==> config.mk <==
export PLATFORM = sky130hd
export DESIGN_NAME = ffn_layer_sequencer
export DESIGN_NICKNAME = d
export VERILOG_FILES = /design/src/rtl/ffn_layer_sequencer.sv
export SDC_FILE = /design/constraint.sdc
export NUM_CORES = 1
export LEC_CHECK = 0
export CAP_MARGIN = 20
export CORE_MARGIN = 2
export CORE_UTILIZATION = 43
export DETAILED_ROUTE_END_ITERATION = 6
export PLACE_DENSITY_LB_ADDON = 0.2
export SLEW_MARGIN = 20
export SYNTH_ARGS = -nofsm -noshare
export SYNTH_HDL_FRONTEND = slang
export SYNTH_SLANG_ARGS = --single-unit
==> constraint.sdc <==
create_clock -name clk -period 1.6 [get_ports clk]
set_clock_uncertainty 0.05 [all_clocks]
set_input_delay 0.32 -clock clk [delete_from_list [all_inputs] [get_ports clk]]
set_output_delay 0.32 -clock clk [all_outputs]
set_load 0.02 [all_outputs]
==> src/rtl/ffn_layer_sequencer.sv <==
// ============================================================================
//  Module      : ffn_layer_sequencer
//  Description : Per-layer read/load/compute/capture control for the FFN
//                weight_buffer -> systolic_array -> bias_activation datapath.
//  Revision    : 1.0  initial release
// ============================================================================
`default_nettype none

module ffn_layer_sequencer #(
    parameter int DATA_WIDTH = 16,
    parameter int NEURON_NUM = 4,
    parameter int ADDR_WIDTH = 4
) (
    input  logic                            clk,
    input  logic                            rstn,
    input  logic                            start_i,
    input  logic                            abort_i,
    input  logic [ADDR_WIDTH-1:0]           layers_i,
    output logic                            busy_o,
    output logic                            done_o,
    output logic                            wbuf_rd_en_o,
    output logic [ADDR_WIDTH-1:0]           wbuf_rd_addr_o,
    output logic                            sa_clr_o,
    output logic                            load_en_o,
    output logic                            acc_en_o,
    output logic [$clog2(2*NEURON_NUM)-1:0] skew_cnt_o,
    output logic                            capture_o,
    output logic [1:0]                      activ_type_o,
    output logic [ADDR_WIDTH-1:0]           layer_o
);

    localparam int SKEW_W = $clog2(2*NEURON_NUM);
    localparam logic [SKEW_W-1:0] SKEW_LAST = SKEW_W'(2*NEURON_NUM - 2);

    generate
        if (DATA_WIDTH < 1 || NEURON_NUM < 1 || ADDR_WIDTH < 1) begin : g_param_check
            $error("ffn_layer_sequencer: DATA_WIDTH, NEURON_NUM and ADDR_WIDTH must be positive");
        end
    endgenerate

    typedef enum logic [2:0] {
        S_IDLE    = 3'd0,
        S_RD_REQ  = 3'd1,
        S_RD_WAIT = 3'd2,
        S_LOAD    = 3'd3,
        S_COMPUTE = 3'd4,
        S_CAPTURE = 3'd5,
        S_DONE    = 3'd6
    } state_t;

    state_t                  state_q, state_d;
    logic [ADDR_WIDTH-1:0]   layers_q, layers_d;
    logic [ADDR_WIDTH-1:0]   layer_q, layer_d;
    logic [SKEW_W-1:0]       skew_q, skew_d;
    logic [ADDR_WIDTH-1:0]   layer_last;

    // Unsigned wrap for L=0 gives all-ones, which no layer index ever reaches.
    assign layer_last = layers_q - 1'b1;

    always_ff @(posedge clk or negedge rstn) begin
        if (!rstn) begin
            state_q  <= S_IDLE;
            layers_q <= '0;
            layer_q  <= '0;
            skew_q   <= '0;
        end else begin
            state_q  <= state_d;
            layers_q <= layers_d;
            layer_q  <= layer_d;
            skew_q   <= skew_d;
        end
    end

    always_comb begin
        state_d  = state_q;
        layers_d = layers_q;
        layer_d  = layer_q;
        skew_d   = skew_q;

        case (state_q)
            S_IDLE: begin
                if (start_i) begin
                    layers_d = layers_i;
                    layer_d  = '0;
                    state_d  = (layers_i == '0) ? S_DONE : S_RD_REQ;
                end
            end
            S_RD_REQ:  state_d = S_RD_WAIT;
            S_RD_WAIT: state_d = S_LOAD;
            S_LOAD: begin
                skew_d  = '0;
                state_d = S_COMPUTE;
            end
            S_COMPUTE: begin
                if (skew_q == SKEW_LAST) begin
                    skew_d  = '0;
                    state_d = S_CAPTURE;
                end else begin
                    skew_d = skew_q + 1'b1;
                end
            end
            S_CAPTURE: begin
                if (layer_q == layer_last) begin
                    state_d = S_DONE;
                end else begin
                    layer_d = layer_q + 1'b1;
                    state_d = S_RD_REQ;
                end
            end
            S_DONE:  state_d = S_IDLE;
            default: state_d = S_IDLE;
        endcase

        // Abort overrides every transition above except an IDLE start.
        if (abort_i && (state_q != S_IDLE)) begin
            state_d = S_IDLE;
            layer_d = '0;
            skew_d  = '0;
        end
    end

    assign busy_o         = (state_q != S_IDLE);
    assign done_o         = (state_q == S_DONE);
    assign wbuf_rd_en_o   = (state_q == S_RD_REQ);
    assign wbuf_rd_addr_o = layer_q;
    assign sa_clr_o       = (state_q == S_LOAD);
    assign load_en_o      = (state_q == S_LOAD);
    assign acc_en_o       = (state_q == S_COMPUTE);
    assign skew_cnt_o     = skew_q;
    assign capture_o      = (state_q == S_CAPTURE);
    assign activ_type_o   = (layer_q == layer_last) ? 2'b00 : 2'b01;
    assign layer_o        = layer_q;

endmodule

`default_nettype wire

==> impl_metrics.json, run 1 <==
{
  "status": "finished, violations left",
  "violations": "negative setup slack",
  "powerDensity_mw_per_mm2": 1640,
  "first_pass_iters": 4,
  "place_ws_ns": -0.495,
  "crit_chain": "inv_2 > ha_4 > xor2_2 > nand3_2 > or2_4 > buf_6",
  "crit_slowest_cell": "dfrtp_1",
  "synth.largest_area_cell": "dfrtp_1",
  "fp.dieArea_sq_mm": 0.00279,
  "fp_util_pct": 45.9,
  "crit_buf_inv": 2,
  "arrival_ns": 1.61,
  "layout-drive-gt1-share_pct": 53.8,
  "power_leader": "combinational cells",
  "cts_resized": 83,
  "synth_warnings": 0,
  "min_path_type": "in -> async",
  "met3WireLength_um": 180,
  "power.share.clock_pct": 9.2,
  "synthCells": 112,
  "nets": 195,
  "logic_area_sq_um": 691,
  "cts-root-buf": "clkbuf_4",
  "power_mw": 3.06,
  "yosys.stat.chipArea_sq_mm": 0.00102,
  "grt_antenna_before_repair": 0,
  "setup_slack_ns": -0.382,
  "reg2reg_from": "layers_q[0]",
  "worst-setup-path-type": "reg -> out",
  "leakage_nw": 0.906,
  "mux_share_pct": 4.15,
  "grt_pass1_vias": 1189,
  "p_switching_mw": 1.26,
  "post_cts_buffers": 16,
  "cts.sinks": 14,
  "finalSetupViolCount": 15,
  "worstSkewPairLatency_ns": 0.31,
  "dp_cells": 192,
  "ys_seq_share_pct": 34.2,
  "powerSeq_uw": 546,
  "xor_area_share_pct": 5.62,
  "met2_length_mm": 1.93,
  "slew_violations": 0,
  "biggestCellCategory": "non-clock buffers",
  "ys_ff": 14,
  "num-fill-cells": 126,
  "grt_max_degree": 15,
  "adder_share_pct": 2.44,
  "crit_start": "layers_q[0]",
  "postCtsHoldBufs": 0,
  "finalHoldViolCount": 0,
  "die_height_um": 52.8,
  "topCellsByArea": "dfrtp_1 34%, o21ai_0 5.4%, buf_4 5.1%",
  "fin_tns_setup_ns": -1.85,
  "timing.final.crit_share_pct": 124,
  "grt_most_used_layer": "met2",
  "clock_area_share_pct": 1.95,
  "rsz0062_at_grt": "true",
  "ir_drop_mv": 1.34,
  "die_w_um": 52.8
}
[run 1: cells in the final DEF, fill, tap and decap left out, types with 2 or more instances in the layout]
cell type and instances:
a21oi_1 4, buf_4 38, buf_6 21, clkbuf_4 3, clkdlybuf4s15_1 3, clkdlybuf4s50_1 7, dfrtp_1 13, dlygate4sd2_1 8
inv_1 4, inv_2 3, mux2_4 2, mux2i_1 2, nand2_1 5, nand2_2 3, nand3_1 2, nor2_1 5
nor3_1 2, nor3b_2 2, nor4_1 2, o211ai_1 2, o21ai_0 6, o21ai_1 5, or2_2 2, xnor2_1 2
[run 1: sequential cells by signal, indices dropped and copies added (netlist names)]
signal,count
layers_q,4
skew_cnt_o,3
layer_o,4
state_q,3
Run 1, cells coloured by class:
Fill, decap, tap and diode cells in grey.
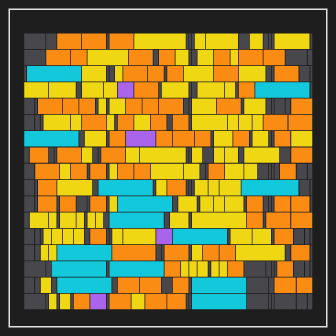
colour	class	cells	share of their area
purple	clock drivers and dummy loads	4	2.0%
yellow	combinational and other logic	88	40%
orange	remaining buffers and delay cells	78	39%
cyan	sequential cells	14	19%
fraction of area in registers: 18.9%
final instance area: 0.00186 sq mm
final core utilization: 83.4%

Run 1, placement view:
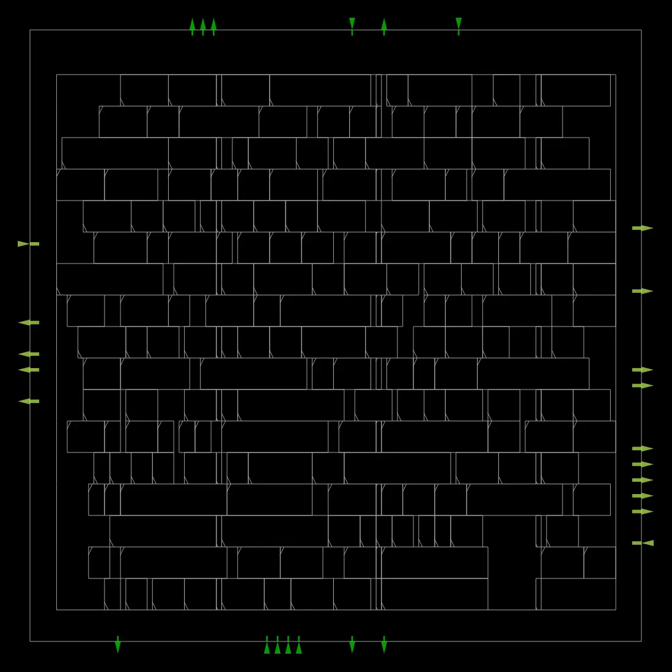
Flop Count: 14
TAP cells: 28
row cnt: 17
fin cells: 212
Core Region: 0.00223 sq mm

Run 1, sizing map:
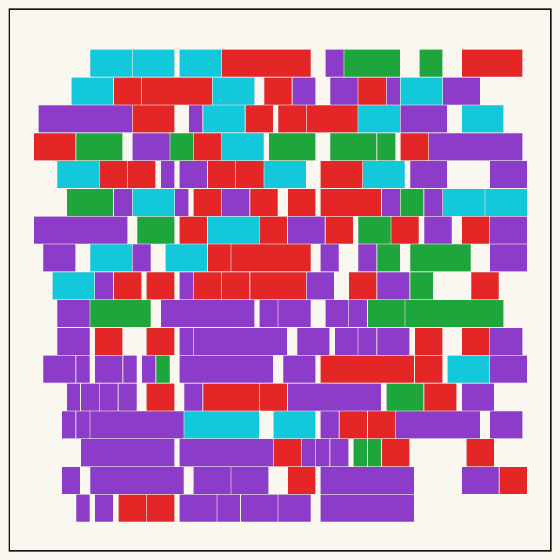
colour	size	cells	share
green	_2 cells	21	11%
cyan	_6 and larger	23	13%
purple	_0 and _1 cells	85	46%
red	_3 and _4 cells	55	30%

==> inputs of run 2 (changes only) <==
--- a/config.mk
+++ b/config.mk
@@ -5,7 +5,6 @@
 export SDC_FILE = /design/constraint.sdc
 export NUM_CORES = 1
 export LEC_CHECK = 0
-export CAP_MARGIN = 20
 export CORE_MARGIN = 2
 export CORE_UTILIZATION = 43
 export DETAILED_ROUTE_END_ITERATION = 6
Run 2, routed metal, one colour a layer:
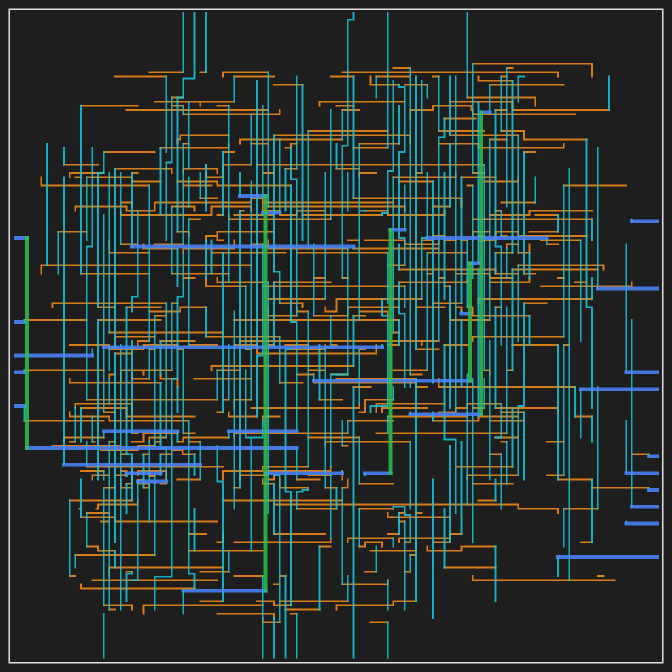
colour	layer	wire length
blue	metal 3	181 um
orange	metal 1	1420 um
green	metal 4	103 um
cyan	metal 2	1930 um
WL final: 3.63 mm
DR vias: 1148
WL/cell: 17.1 um
overall routing resource usage: 28.3%

==> run 2 against run 1 <==
Effect of this change:
- the run still ends with negative setup slack left
- die size is the same
- register-to-register slack is essentially flat
- area after synthesis is the same
- critical endpoint unchanged
- largest power group unchanged
==> impl_metrics.json, run 2 <==
{
  "die_height_um": 52.8,
  "num_rows": 17,
  "post_cts_buffers": 16,
  "cts-root-buf": "clkbuf_4",
  "grt_pass1_vias": 1189,
  "dp_cells": 192,
  "first_pass_iters": 4,
  "cts.sinks": 14,
  "setup_slack_ns": -0.382,
  "cts_resized": 83,
  "violations": "negative setup slack",
  "yosys.stat.chipArea_sq_mm": 0.00102,
  "mostFrequentLayoutCells": "38 x buf_4, 21 x buf_6, 13 x dfrtp_1",
  "postCtsHoldBufs": 0,
  "powerDensity_mw_per_mm2": 1640,
  "finalSetupViolCount": 15,
  "fp.dieArea_sq_mm": 0.00279,
  "design_area_sq_mm": 0.00186,
  "ys_seq_share_pct": 34.2,
  "start_kind": "register",
  "status": "finished, violations left",
  "worstPathMaxFanout": 2,
  "power_mw": 3.06,
  "adder_share_pct": 2.44,
  "fp_util_pct": 45.9,
  "synth.largest_area_cell": "dfrtp_1",
  "fin_tns_setup_ns": -1.85,
  "cts_tree": "built",
  "finalHoldViolCount": 0,
  "edf_count": 0,
  "layout-drive-gt1-share_pct": 53.8,
  "leakage_nw": 0.906,
  "nets": 195,
  "p_switching_mw": 1.26,
  "mux_share_pct": 4.15,
  "antenna_left": 0,
  "worstSkewPairLatency_ns": 0.31,
  "synth_warnings": 0,
  "layout_top_cell": "buf_4",
  "place_ws_ns": -0.495,
  "ir_drop_mv": 1.34,
  "arrival_ns": 1.61,
  "grt_most_used_layer": "met2",
  "powerSeq_uw": 546,
  "power.share.clock_pct": 9.2,
  "topCellsByArea": "dfrtp_1 34%, o21ai_0 5.4%, buf_4 5.1%",
  "ys_ff": 14,
  "synthCells": 112,
  "grt_max_degree": 15,
  "rsz0062_at_grt": "true",
  "worst-setup-path-type": "reg -> out",
  "grt_antenna_before_repair": 0,
  "xor_area_share_pct": 5.62,
  "crit_slowest_cell": "dfrtp_1",
  "timing.final.crit_share_pct": 124
}
run 2: routing by layer:
layer  part of all wire (%)  vias to the layer above
li1                       -                      535
met1                     39                      557
met2                     53                       44
met3                    5.0                       12
met4                    2.8                        0
met5                      0                        -
run 2: worst max-delay path: cells and delay by family (launching register included):
kind                     cells  cell delay (ns)
AND/OR/NAND/NOR              2             0.32
buffers and inverters        2             0.19
adder cells (fa/ha/maj)      1             0.27
flip-flops                   1             0.37
XOR/XNOR                     1             0.16
run 2: area by class of cell:
cell class | count | area [sq um]
Fill cell | 126 | 370
Clock buffer | 4 | 36.3
Timing Repair Buffer | 78 | 712
Sequential cell | 14 | 352
Inverter | 9 | 37.5
Multi-Input combinational cell | 79 | 691
Tap cell | 28 | 35.0
Power and IR drop assume default switching activity.
